### The clock network

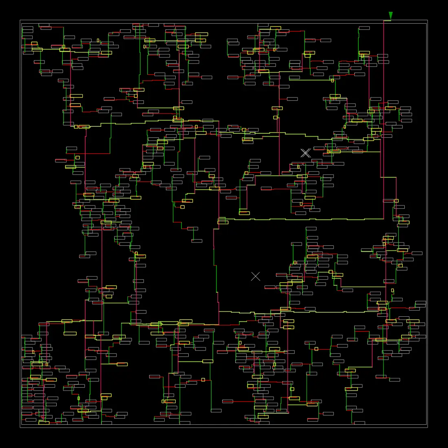
### Sizing map

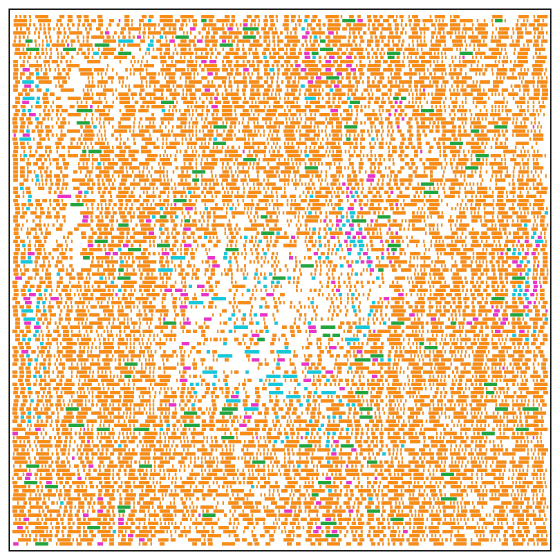
`config.mk`:
```
export PLATFORM = sky130hd
export DESIGN_NAME = draw_pixelgen_px
export DESIGN_NICKNAME = d
export VERILOG_FILES = /design/src/rtl/draw_pixelgen_px.sv
export SDC_FILE = /design/constraint.sdc
export NUM_CORES = 2
export LEC_CHECK = 0
export CAP_MARGIN = 10
export CELL_PAD_IN_SITES_DETAIL_PLACEMENT = 1
export CELL_PAD_IN_SITES_GLOBAL_PLACEMENT = 1
export CORE_UTILIZATION = 52
export DETAILED_ROUTE_END_ITERATION = 6
export PLACE_DENSITY_LB_ADDON = 0.15
export SLEW_MARGIN = 40
export SYNTH_ARGS = -nofsm -noshare
export SYNTH_HDL_FRONTEND = slang
export SYNTH_SLANG_ARGS = --single-unit
```
`constraint.sdc`:
```
create_clock -name CLK -period 21.1 [get_ports CLK]
set_input_delay 2.11 -clock CLK [delete_from_list [all_inputs] [get_ports CLK]]
set_output_delay 2.11 -clock CLK [all_outputs]
set_load 0.005 [all_outputs]
```
`src/rtl/draw_pixelgen_px.sv`:
```
// Pixel-generation engine: pops src/dst words, applies per-lane source transparency
// and a five-operand alpha blend, and pushes results to the write FIFO.
module draw_pixelgen_px #(
  parameter  int unsigned LANES = 2,
  parameter  int unsigned CW    = 8,
  localparam int unsigned PW    = 4 * CW,
  localparam int unsigned DW    = LANES * PW
) (
  input  logic          CLK,
  input  logic          RST_X,
  input  logic          INIT,
  input  logic          START,
  input  logic [15:0]   REG_COUNT,
  input  logic          REG_PATMODE,
  input  logic [PW-1:0] REG_FCOLOR,
  input  logic          REG_ST_ON,
  input  logic [3:0]    REG_SCOLOR_MASK,
  input  logic [PW-1:0] REG_SCOLOR_L,
  input  logic [PW-1:0] REG_SCOLOR_H,
  input  logic          REG_BLEND_ON,
  input  logic [2:0]    REG_SEL_A,
  input  logic [2:0]    REG_SEL_B,
  input  logic [2:0]    REG_SEL_C,
  input  logic [2:0]    REG_SEL_D,
  input  logic [2:0]    REG_SEL_E,
  input  logic [CW-1:0] REG_SRCCA,
  input  logic [PW-1:0] REG_COEF0,
  input  logic [PW-1:0] REG_COEF1,
  input  logic [DW-1:0] SRC_DATA,
  input  logic [DW-1:0] DST_DATA,
  input  logic          SRC_EMPTY,
  input  logic          DST_EMPTY,
  input  logic          WR_AFULL,
  output logic          SRC_RD,
  output logic          DST_RD,
  output logic          WR_WR,
  output logic [DW-1:0] PIXEL_DATA,
  output logic          BUSY,
  output logic          DONE,
  output logic [1:0]    ERROR
);

  localparam int unsigned SW = 2 * CW + 1;
  localparam logic [CW-1:0] CMAX = '1;

  typedef enum logic [1:0] {
    ST_IDLE  = 2'd0,
    ST_RUN   = 2'd1,
    ST_DRAIN = 2'd2
  } state_t;

  state_t      state;
  logic [15:0] rem;
  logic        v1;
  logic        v2;
  logic        issue_c;

  // Stage-1 combinational results and their stage-2 registers
  logic [LANES-1:0]                trans_c, trans_q;
  logic [LANES-1:0][PW-1:0]        src_px_c, src_q;
  logic [LANES-1:0][PW-1:0]        dst_px_c, dst_q;
  logic [LANES-1:0][3:0][CW-1:0]   opa_c, opb_c, opc_c, opd_c, ope_c;
  logic [LANES-1:0][3:0][CW-1:0]   opa_q, opb_q, opc_q, opd_q, ope_q;
  logic [DW-1:0]                   src_w_c;
  logic [DW-1:0]                   pix_c;

  function automatic logic [CW-1:0] sel_op(
    input logic [2:0]    sel,
    input logic [CW-1:0] s_ch, d_ch, s_a, d_a, ca, c0, c1
  );
    logic [CW-1:0] r;
    case (sel)
      3'd0:    r = s_ch;
      3'd1:    r = d_ch;
      3'd2:    r = ca;
      3'd3:    r = s_a;
      3'd4:    r = d_a;
      3'd5:    r = c0;
      3'd6:    r = c1;
      default: r = '0;
    endcase
    return r;
  endfunction

  // Issue only with write credit and the needed FIFOs non-empty; INIT blocks pops
  assign issue_c = (state == ST_RUN) && !INIT && !WR_AFULL && !DST_EMPTY &&
                   (REG_PATMODE || !SRC_EMPTY);
  assign DST_RD  = issue_c;
  assign SRC_RD  = issue_c && !REG_PATMODE;

  // Job sequencer with registered BUSY/DONE/ERROR
  always_ff @(posedge CLK or negedge RST_X) begin
    if (!RST_X) begin
      state <= ST_IDLE;
      rem   <= '0;
      BUSY  <= 1'b0;
      DONE  <= 1'b0;
      ERROR <= '0;
    end else if (INIT) begin
      state <= ST_IDLE;
      rem   <= '0;
      BUSY  <= 1'b0;
      DONE  <= 1'b0;
      ERROR <= '0;
    end else begin
      DONE <= 1'b0;
      if (START && BUSY) ERROR[0] <= 1'b1;
      case (state)
        ST_IDLE: begin
          if (START) begin
            if (REG_COUNT == 16'd0) begin
              DONE     <= 1'b1;
              ERROR[1] <= 1'b1;
            end else begin
              rem   <= REG_COUNT;
              BUSY  <= 1'b1;
              state <= ST_RUN;
            end
          end
        end
        ST_RUN: begin
          if (issue_c) begin
            rem <= rem - 16'd1;
            if (rem == 16'd1) state <= ST_DRAIN;
          end
        end
        ST_DRAIN: begin
          // Last word is in the output stage once both inner valids are clear
          if (!v1 && !v2) begin
            state <= ST_IDLE;
            BUSY  <= 1'b0;
            DONE  <= 1'b1;
          end
        end
        default: state <= ST_IDLE;
      endcase
    end
  end

  // Pipeline valids: FIFO data present, operands registered, output written
  always_ff @(posedge CLK or negedge RST_X) begin
    if (!RST_X) begin
      v1    <= 1'b0;
      v2    <= 1'b0;
      WR_WR <= 1'b0;
    end else if (INIT) begin
      v1    <= 1'b0;
      v2    <= 1'b0;
      WR_WR <= 1'b0;
    end else begin
      v1    <= issue_c;
      v2    <= v1;
      WR_WR <= v2;
    end
  end

  // Stage 1: transparency key match and operand selection per lane/channel
  always_comb begin
    trans_c  = '0;
    src_px_c = '0;
    dst_px_c = '0;
    opa_c    = '0;
    opb_c    = '0;
    opc_c    = '0;
    opd_c    = '0;
    ope_c    = '0;
    src_w_c  = REG_PATMODE ? {LANES{REG_FCOLOR}} : SRC_DATA;
    for (int i = 0; i < LANES; i++) begin
      logic [PW-1:0] s_px;
      logic [PW-1:0] d_px;
      logic          key;
      s_px = src_w_c[DW-1-i*PW -: PW];
      d_px = DST_DATA[DW-1-i*PW -: PW];
      key  = 1'b1;
      for (int c = 0; c < 4; c++) begin
        if (REG_SCOLOR_MASK[c] &&
            ((s_px[c*CW +: CW] < REG_SCOLOR_L[c*CW +: CW]) ||
             (s_px[c*CW +: CW] > REG_SCOLOR_H[c*CW +: CW])))
          key = 1'b0;
        opa_c[i][c] = sel_op(REG_SEL_A, s_px[c*CW +: CW], d_px[c*CW +: CW], s_px[PW-1 -: CW],
                             d_px[PW-1 -: CW], REG_SRCCA, REG_COEF0[c*CW +: CW], REG_COEF1[c*CW +: CW]);
        opb_c[i][c] = sel_op(REG_SEL_B, s_px[c*CW +: CW], d_px[c*CW +: CW], s_px[PW-1 -: CW],
                             d_px[PW-1 -: CW], REG_SRCCA, REG_COEF0[c*CW +: CW], REG_COEF1[c*CW +: CW]);
        opc_c[i][c] = sel_op(REG_SEL_C, s_px[c*CW +: CW], d_px[c*CW +: CW], s_px[PW-1 -: CW],
                             d_px[PW-1 -: CW], REG_SRCCA, REG_COEF0[c*CW +: CW], REG_COEF1[c*CW +: CW]);
        opd_c[i][c] = sel_op(REG_SEL_D, s_px[c*CW +: CW], d_px[c*CW +: CW], s_px[PW-1 -: CW],
                             d_px[PW-1 -: CW], REG_SRCCA, REG_COEF0[c*CW +: CW], REG_COEF1[c*CW +: CW]);
        ope_c[i][c] = sel_op(REG_SEL_E, s_px[c*CW +: CW], d_px[c*CW +: CW], s_px[PW-1 -: CW],
                             d_px[PW-1 -: CW], REG_SRCCA, REG_COEF0[c*CW +: CW], REG_COEF1[c*CW +: CW]);
      end
      trans_c[i]  = REG_ST_ON && key;
      src_px_c[i] = s_px;
      dst_px_c[i] = d_px;
    end
  end

  always_ff @(posedge CLK or negedge RST_X) begin
    if (!RST_X) begin
      trans_q <= '0;
      src_q   <= '0;
      dst_q   <= '0;
      opa_q   <= '0;
      opb_q   <= '0;
      opc_q   <= '0;
      opd_q   <= '0;
      ope_q   <= '0;
    end else if (v1) begin
      trans_q <= trans_c;
      src_q   <= src_px_c;
      dst_q   <= dst_px_c;
      opa_q   <= opa_c;
      opb_q   <= opb_c;
      opc_q   <= opc_c;
      opd_q   <= opd_c;
      ope_q   <= ope_c;
    end
  end

  // Stage 2: saturating blend, then transparent/bypass selection
  always_comb begin
    pix_c = '0;
    for (int i = 0; i < LANES; i++) begin
      logic [PW-1:0] blend_px;
      logic [PW-1:0] out_px;
      logic [SW-1:0] acc;
      blend_px = '0;
      out_px   = '0;
      acc      = '0;
      for (int c = 0; c < 4; c++) begin
        acc = SW'(opa_q[i][c]) * SW'(opb_q[i][c]) + SW'(opc_q[i][c]) * SW'(opd_q[i][c]);
        acc = (acc >> CW) + SW'(ope_q[i][c]);
        blend_px[c*CW +: CW] = (acc > SW'(CMAX)) ? CMAX : CW'(acc);
      end
      if (trans_q[i])        out_px = dst_q[i];
      else if (REG_BLEND_ON) out_px = blend_px;
      else                   out_px = src_q[i];
      pix_c[DW-1-i*PW -: PW] = out_px;
    end
  end

  always_ff @(posedge CLK or negedge RST_X) begin
    if (!RST_X)  PIXEL_DATA <= '0;
    else if (INIT) PIXEL_DATA <= '0;
    else if (v2) PIXEL_DATA <= pix_c;
  end

endmodule

```
==> ci_impl_report.md <==
## Synthesis and layout report

| Metric | Value |
|---|---|
| Synth top cells by count | 1393 x inv_1, 1078 x nor2_1, 776 x fa_1 |
| Antenna violations before repair | 51 |
| Die W | 359 um |
| Fraction of registers with async set/reset | 1.00 |
| Status | finished with violations |
| Reg area | 0.0135 mm^2 |
| Yosys top cell by instances | inv_1 |
| DRC viols | 4 |
| Post-Route Utilization | 0.610 |
| Dominant cell area share | 0.234 |
| Failing checks | design-rule violations |
| Met1 WL | 114000 um |
| Number of diodes | 31 |
| TAP cells | 1650 |
| Hold Crit Depth | 2 |
| Port bufs | 411 |
| Largest net degree at the start of global routing | 160 |
| WP data arrival | 9050 ps |
| M1 GR Usage | 0.590 |
| Max-slew headroom | 0.254 |
| Flop share of the area | 0.175 |
| CP max stage delay | 600 ps |
| Slew Limit Fails | 0 |
| Simple-Gate Fraction of Synth Area | 0.123 |
| CTS tree | done |
| Clk tree area frac | 0.0330 |
| H-tree depth | 3 |
| Yosys stat chip area | 0.0664 mm^2 |
About 'The clock network':
Fin Clk Skew: 41.3 ps
Clock Sinks: 539

About 'Sizing map':
[cyan] drive 3 to 4 | cells: 265 | share: 3.3%
[orange] drive 1 or less | cells: 7465 | share: 92%
[green] drive 6 and up | cells: 121 | share: 1.5%
[magenta] drive 2 | cells: 231 | share: 2.9%
cell area after layout: 0.0770 mm^2
area grow syn2layout: 16.0%
final worst setup slack: 12720 ps
Non-clk bufs: 649

sequential cells by signal (all words and copies together), names as in the netlist:
register	flops
WR_WR	1
ERROR	2
opb_q	64
opd_q	64
v2	1
trans_q	2
opc_q	64
DONE	1
src_q	64
ope_q	64
dst_q	64
BUSY	1
v1	1
PIXEL_DATA	64
rem	16
opa_q	64
state	2
logic make-up after synthesis:
family                   after synthesis
AND/OR/NAND/NOR                     1968
buffers and inverters               1701
AND-OR/OR-AND                       1625
adder cells (fa/ha/maj)             1474
flip-flops                           539
multiplexers                         183
XOR/XNOR                             113
